[src/rtl/mem_bus_arbiter.sv]
`default_nettype none
// ============================================================================
// Module      : mem_bus_arbiter
// Description : Shares one memory port between an instruction-fetch port and
//               a data port. Each request becomes a single memory transaction.
//               The winner gets its read data and a one-cycle active-low
//               acknowledge. Data requests have priority over fetches.
//               Optional fetch fairness is enabled by defining the macro
//               MEM_ARB_FAIRNESS_EN.
// Revision    : 1.0 - initial release
// ============================================================================
module mem_bus_arbiter #(
   parameter int BIT_WIDTH    = 32,
   parameter int STARVE_LIMIT = 4
) (
   input  logic                 clk,
   input  logic                 rst,
   // instruction fetch port
   input  logic                 i_req,
   input  logic [BIT_WIDTH-1:0] i_addr,
   output logic [BIT_WIDTH-1:0] i_rdata,
   output logic                 i_ack_n,
   // data port
   input  logic                 d_req,
   input  logic                 d_write,
   input  logic [1:0]           d_size,
   input  logic [BIT_WIDTH-1:0] d_addr,
   input  logic [BIT_WIDTH-1:0] d_wdata,
   output logic [BIT_WIDTH-1:0] d_rdata,
   output logic                 d_ack_n,
   // unified memory port
   output logic                 m_req,
   output logic                 m_write,
   output logic [1:0]           m_size,
   output logic [BIT_WIDTH-1:0] m_addr,
   output logic [BIT_WIDTH-1:0] m_wdata,
   input  logic [BIT_WIDTH-1:0] m_rdata,
   input  logic                 m_ack_n
);

   typedef enum logic [1:0] {
      S_IDLE    = 2'd0,
      S_GRANT_I = 2'd1,
      S_GRANT_D = 2'd2
   } state_t;

   state_t                 state_q,   state_d;
   logic                   m_req_q,   m_req_d;
   logic                   m_write_q, m_write_d;
   logic [1:0]             m_size_q,  m_size_d;
   logic [BIT_WIDTH-1:0]   m_addr_q,  m_addr_d;
   logic [BIT_WIDTH-1:0]   m_wdata_q, m_wdata_d;
   logic                   i_ack_n_q, i_ack_n_d;
   logic                   d_ack_n_q, d_ack_n_d;
   logic [BIT_WIDTH-1:0]   i_rdata_q, i_rdata_d;
   logic [BIT_WIDTH-1:0]   d_rdata_q, d_rdata_d;

   // A requester still sees its ack low during the cycle after completion and
   // has not yet dropped its request; arbitration waits until both acks are
   // released so a finished request is never granted a second time. This is
   // also the idle turnaround cycle between transactions.
   logic w_arb_ok;
   assign w_arb_ok = i_ack_n_q & d_ack_n_q;

   logic w_force_fetch;

`ifdef MEM_ARB_FAIRNESS_EN
   localparam int              C_STARVE_CW  = $clog2(STARVE_LIMIT + 1);
   localparam logic [C_STARVE_CW-1:0] C_STARVE_MAX = C_STARVE_CW'(STARVE_LIMIT);

   logic [C_STARVE_CW-1:0] starve_q, starve_d;

   // A pending fetch is forced through once enough data grants have passed it.
   assign w_force_fetch = (starve_q >= C_STARVE_MAX);
`else
   // Strict data priority: a fetch is never forced ahead of data.
   assign w_force_fetch = 1'b0;
`endif

   // Next-state and registered-output logic.
   always_comb begin
      state_d   = state_q;
      m_req_d   = m_req_q;
      m_write_d = m_write_q;
      m_size_d  = m_size_q;
      m_addr_d  = m_addr_q;
      m_wdata_d = m_wdata_q;
      i_ack_n_d = 1'b1;
      d_ack_n_d = 1'b1;
      i_rdata_d = i_rdata_q;
      d_rdata_d = d_rdata_q;
`ifdef MEM_ARB_FAIRNESS_EN
      starve_d  = starve_q;
`endif

      case (state_q)
         S_IDLE: begin
            if (w_arb_ok) begin
               if (i_req && (w_force_fetch || !d_req)) begin
                  state_d   = S_GRANT_I;
                  m_req_d   = 1'b1;
                  m_write_d = 1'b0;
                  m_size_d  = 2'b00;
                  m_addr_d  = i_addr;
                  m_wdata_d = '0;
`ifdef MEM_ARB_FAIRNESS_EN
                  starve_d  = '0;
`endif
               end else if (d_req) begin
                  state_d   = S_GRANT_D;
                  m_req_d   = 1'b1;
                  m_write_d = d_write;
                  m_size_d  = d_size;
                  m_addr_d  = d_addr;
                  m_wdata_d = d_write ? d_wdata : '0;
`ifdef MEM_ARB_FAIRNESS_EN
                  if (i_req && (starve_q != C_STARVE_MAX)) begin
                     starve_d = starve_q + C_STARVE_CW'(1);
                  end
`endif
               end
            end
         end

         S_GRANT_I: begin
            if (!m_ack_n) begin
               i_rdata_d = m_rdata;
               i_ack_n_d = 1'b0;
               m_req_d   = 1'b0;
               m_write_d = 1'b0;
               m_wdata_d = '0;
               state_d   = S_IDLE;
            end
         end

         S_GRANT_D: begin
            if (!m_ack_n) begin
               // stores leave the previous load data visible
               if (!m_write_q) begin
                  d_rdata_d = m_rdata;
               end
               d_ack_n_d = 1'b0;
               m_req_d   = 1'b0;
               m_write_d = 1'b0;
               m_wdata_d = '0;
               state_d   = S_IDLE;
            end
         end

         default: begin
            state_d = S_IDLE;
            m_req_d = 1'b0;
         end
      endcase
   end

   // State and output registers, asynchronously reset.
   always_ff @(posedge clk or posedge rst) begin
      if (rst) begin
         state_q   <= S_IDLE;
         m_req_q   <= 1'b0;
         m_write_q <= 1'b0;
         m_size_q  <= 2'b00;
         m_addr_q  <= '0;
         m_wdata_q <= '0;
         i_ack_n_q <= 1'b1;
         d_ack_n_q <= 1'b1;
         i_rdata_q <= '0;
         d_rdata_q <= '0;
      end else begin
         state_q   <= state_d;
         m_req_q   <= m_req_d;
         m_write_q <= m_write_d;
         m_size_q  <= m_size_d;
         m_addr_q  <= m_addr_d;
         m_wdata_q <= m_wdata_d;
         i_ack_n_q <= i_ack_n_d;
         d_ack_n_q <= d_ack_n_d;
         i_rdata_q <= i_rdata_d;
         d_rdata_q <= d_rdata_d;
      end
   end

`ifdef MEM_ARB_FAIRNESS_EN
   // Starvation counter register.
   always_ff @(posedge clk or posedge rst) begin
      if (rst) begin
         starve_q <= '0;
      end else begin
         starve_q <= starve_d;
      end
   end
`endif

   assign m_req   = m_req_q;
   assign m_write = m_write_q;
   assign m_size  = m_size_q;
   assign m_addr  = m_addr_q;
   assign m_wdata = m_wdata_q;
   assign i_ack_n = i_ack_n_q;
   assign d_ack_n = d_ack_n_q;
   assign i_rdata = i_rdata_q;
   assign d_rdata = d_rdata_q;

endmodule
`default_nettype wire

[config.mk]
export PLATFORM = sky130hd
export DESIGN_NAME = mem_bus_arbiter
export DESIGN_NICKNAME = d
export VERILOG_FILES = /design/src/rtl/mem_bus_arbiter.sv
export SDC_FILE = /design/constraint.sdc
export NUM_CORES = 1
export LEC_CHECK = 0
export CORE_MARGIN = 5
export CORE_UTILIZATION = 41
export DETAILED_ROUTE_END_ITERATION = 16
export PLACE_DENSITY_LB_ADDON = 0.25
export SLEW_MARGIN = 20
export SYNTH_ARGS = -nofsm -noshare
export SYNTH_HDL_FRONTEND = slang
export SYNTH_SLANG_ARGS = --single-unit
[constraint.sdc]
create_clock -name clk -period 5.6 [get_ports clk]
set_clock_uncertainty 0.1 [all_clocks]
set_input_delay 1.12 -clock clk [delete_from_list [all_inputs] [get_ports clk]]
set_output_delay 1.12 -clock clk [all_outputs]
set_load 0.03 [all_outputs]
Figure 1. Metal layers overlaid (run 1).
Two of the layers only.
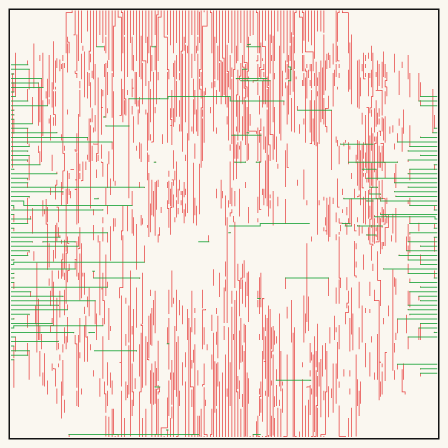
layer	color	wire length
M2	red	8,580 um
M3	green	1,380 um
per-cell routed wire length: 18.09 um
via count: 4,635
All-Layer GR Usage: 20.02%
final WL: 16.42 mm

Figure 2. Close-up of the layout (run 1).
Bar = 10 um. Region (49, 49) to (79, 79) um. Cells in gray, sequential cells in the stronger gray; small squares are vias.
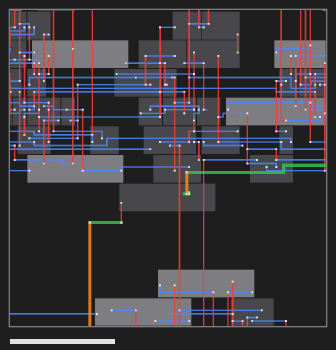
layer	color
M1	blue
M3	green
M2	red
M4	orange
netlist names of flops here include	state_q (2)
cells with their middle in the window	32
sequential cells in the window	6
most frequent	dfrtp_1 (5), ha_1 (3)

Figure 3. Signal wires on met4 (run 1).
Supply wires on this layer in gray.
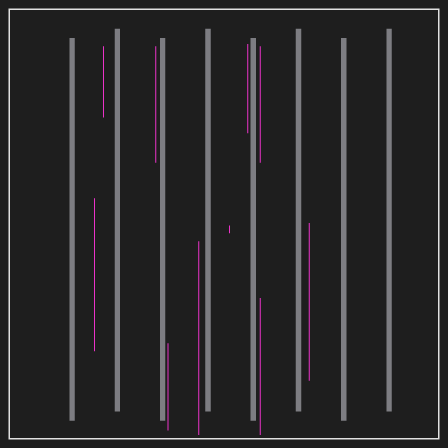
longest straight run	57.8 um
share of all routed wire	2.1%
nets with wire on the layer	8

==> run notes, run 1 <==
Notes on the flow run.

- Looking at the worst setup and hold paths, the clock pins of their registers show a slew of about 0.050 ns.
- The capture point of the worst path is m_size[1], for reference.
- The worst endpoint data arrival time is around 3.4 ns, for reference.
- The transition time at the pin with the least slew margin is ~1.1 ns, for reference.
- After synthesis, the mean cell area works out to roughly 12 sq um.
- The flow ran to the end, and the final reports show no timing, DRC or antenna violations.
- The highest attainable clock frequency is about 320 MHz, for reference.
- The per-cell via count in the routed design is just over 5, for reference.
- The clock H-tree reported by CTS has 4 levels.
- The final antenna diode count is 1, for reference.
- The height of the chip is about 130 um, for reference.
- The final tally of max-slew violations is 0, for reference.
- The remaining max-slew budget at the tightest pin is 29.21%, for reference.
- The origin of the critical flop-to-flop path is state_q[0], for reference.
- The maximum vdd drop is 0.3103 mV, for reference.
- The DRC marker count from the first detailed-route iteration is between 200 and 300, for reference.
- Per the layout report, the design carries 4 non-clock inverters.
- The DRC violation count after routing is 0, for reference.
- The hold path startpoint is m_addr[3], for reference.
- The number of library cell types mapped by synthesis is 31, for reference.
- The final-layout clock buffer total is 27, for reference.
- The floorplan step set the die width to about 130 um.
- The count of pins on the block boundary is about 270, for reference.
- The multiplexer share of the synthesized area is 18.15%, for reference.
- The clock network burns ~18% of the power.
- The timing startpoint of the critical path is d_req, for reference.
- For reference, the most critical setup path is categorized as in2reg.
run 1: through the flow:
stage | instance area [sq um] | hold slack [ns] | setup WS [ns]
finish | 9049 | 0.3787 | 2.468
global route | 9046 | 0.3984 | 2.255
CTS | 9046 | 0.3863 | 2.481
detailed placement | 8503 | 0.3744 | 2.029
global placement | 8498 | 0.3662 | 2.150
floorplan | 5737 | 0.4029 | 0.7439
run 1: layer usage:
layer	GRT usage (%)	vias up	part of all wire, %
met5	0	-	0
met4	8.052	0	2.0
met2	34.45	192	52
li1	-	2171	-
met3	6.792	23	8.4
met1	22.81	2249	37
run 1: critical path, stage by stage:
cell and delay [ns]:
clkdlybuf4s50_1 0.53, o2111ai_4 0.84, buf_4 0.63, a22o_1 0.24
Figure 4. Clock wiring as the flow saved it (run 1).
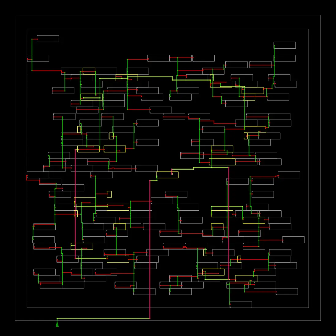

==> run 2, diff against run 1 <==
--- a/config.mk
+++ b/config.mk
@@ -6,7 +6,7 @@
 export NUM_CORES = 1
 export LEC_CHECK = 0
 export CORE_MARGIN = 5
-export CORE_UTILIZATION = 41
+export CORE_UTILIZATION = 37
 export DETAILED_ROUTE_END_ITERATION = 16
 export PLACE_DENSITY_LB_ADDON = 0.25
 export SLEW_MARGIN = 20
==> constraint.sdc (replaced) <==
create_clock -name clk -period 2.85 [get_ports clk]
set_clock_uncertainty 0.1 [all_clocks]
set_input_delay 0.57 -clock clk [delete_from_list [all_inputs] [get_ports clk]]
set_output_delay 0.57 -clock clk [all_outputs]
set_load 0.03 [all_outputs]
Figure 5. Clock wiring as the flow saved it (run 2).
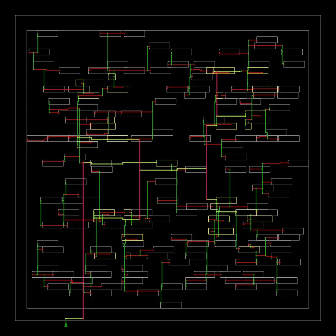
total clock buffers created by CTS: 17
Clock Sinks: 136

==> run 2 against run 1 <==
Net effect: area after synthesis unchanged; power increased by 100%; critical path depth fell by 3; critical path type is now reg2out; critical endpoint is now i_ack_n; largest cell class unchanged; largest power group unchanged.
==> run notes, run 2 <==
Notes on the flow run.

- According to the timing report, the critical path is launched from i_ack_n.
- In this design, the stage delay of the slowest critical-path cell is 0.73 ns.
- The relative contribution of the clock network to total power is 19.5%, for reference.
- Global routing consumed, over all layers together, a little under a fifth of the routing resources.
- The placed instance area is 0.008665 sq mm, for reference.
- The die width is 134.5 um, for reference.
- The setup slack at placement is 0.4501 ns, for reference.
- The transition time at the pin with the least slew margin is ~0.47 ns, for reference.
- The met3 wirelength from detailed routing is approximately 1.2 mm, for reference.
- The inverter count is 4, for reference.
- The remaining max-slew budget at the tightest pin is 68.74%, for reference.
- The run finished with clean final reports.
- The maximum vdd drop is approximately 0.60 mV, for reference.
- The detailed router put a total of 6.327 mm of wire on met1.
- Per the timing report, the achievable frequency comes out to 416.7 MHz.
- The cell family contributing the most delay on the critical path is buffers and inverters.
- In this run the number of H-tree levels came out at 4.
- The final-layout clock buffer total is 17, for reference.
- After layout, the worst setup slack is about 0.45 ns.
- The total length of routed met2 wires is between 8 and 9 mm, for reference.
- For reference, the post-synthesis area per instance comes to ~12 sq um.
Figure 6. The metal 1 layer (run 2).
Supply wires on this layer in gray.
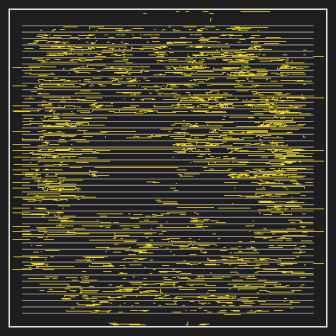
share of all routed wire	38%
longest straight run	65.3 um
wire length on this layer	6,330 um
nets with wire on the layer	755
via count: 4,650
global routing usage on met1: 22.19%
final WL: 16.80 mm

-- run 2: cell types whose count changed in the layout (fill, tap and decap cells not counted) --
cell        before  now
bufinv_16        1    4
or3b_1           0    1
clkinv_2         2    1
clkbuf_8         4    0
buf_12           0    6
clkbuf_1         6    0
diode_2          1    0
buf_4            3    8
clkinv_4         0    6
or3b_2           1    0
nor2b_2          0    1
nor2b_4          2    1
clkinvlp_4       0    3
-- run 2: how the worst min path moves through the flow --
stage                      from           to  cells past startpoint
global placement    i_rdata[11]  i_rdata[11]                      1
CTS                   m_addr[3]    m_addr[3]                      2
detailed placement    m_addr[3]    m_addr[3]                      2
floorplan            state_q[0]   state_q[0]                      1
finish              d_rdata[26]  d_rdata[26]                      1
global route        d_rdata[27]  d_rdata[27]                      1
Power and IR drop assume default switching activity.
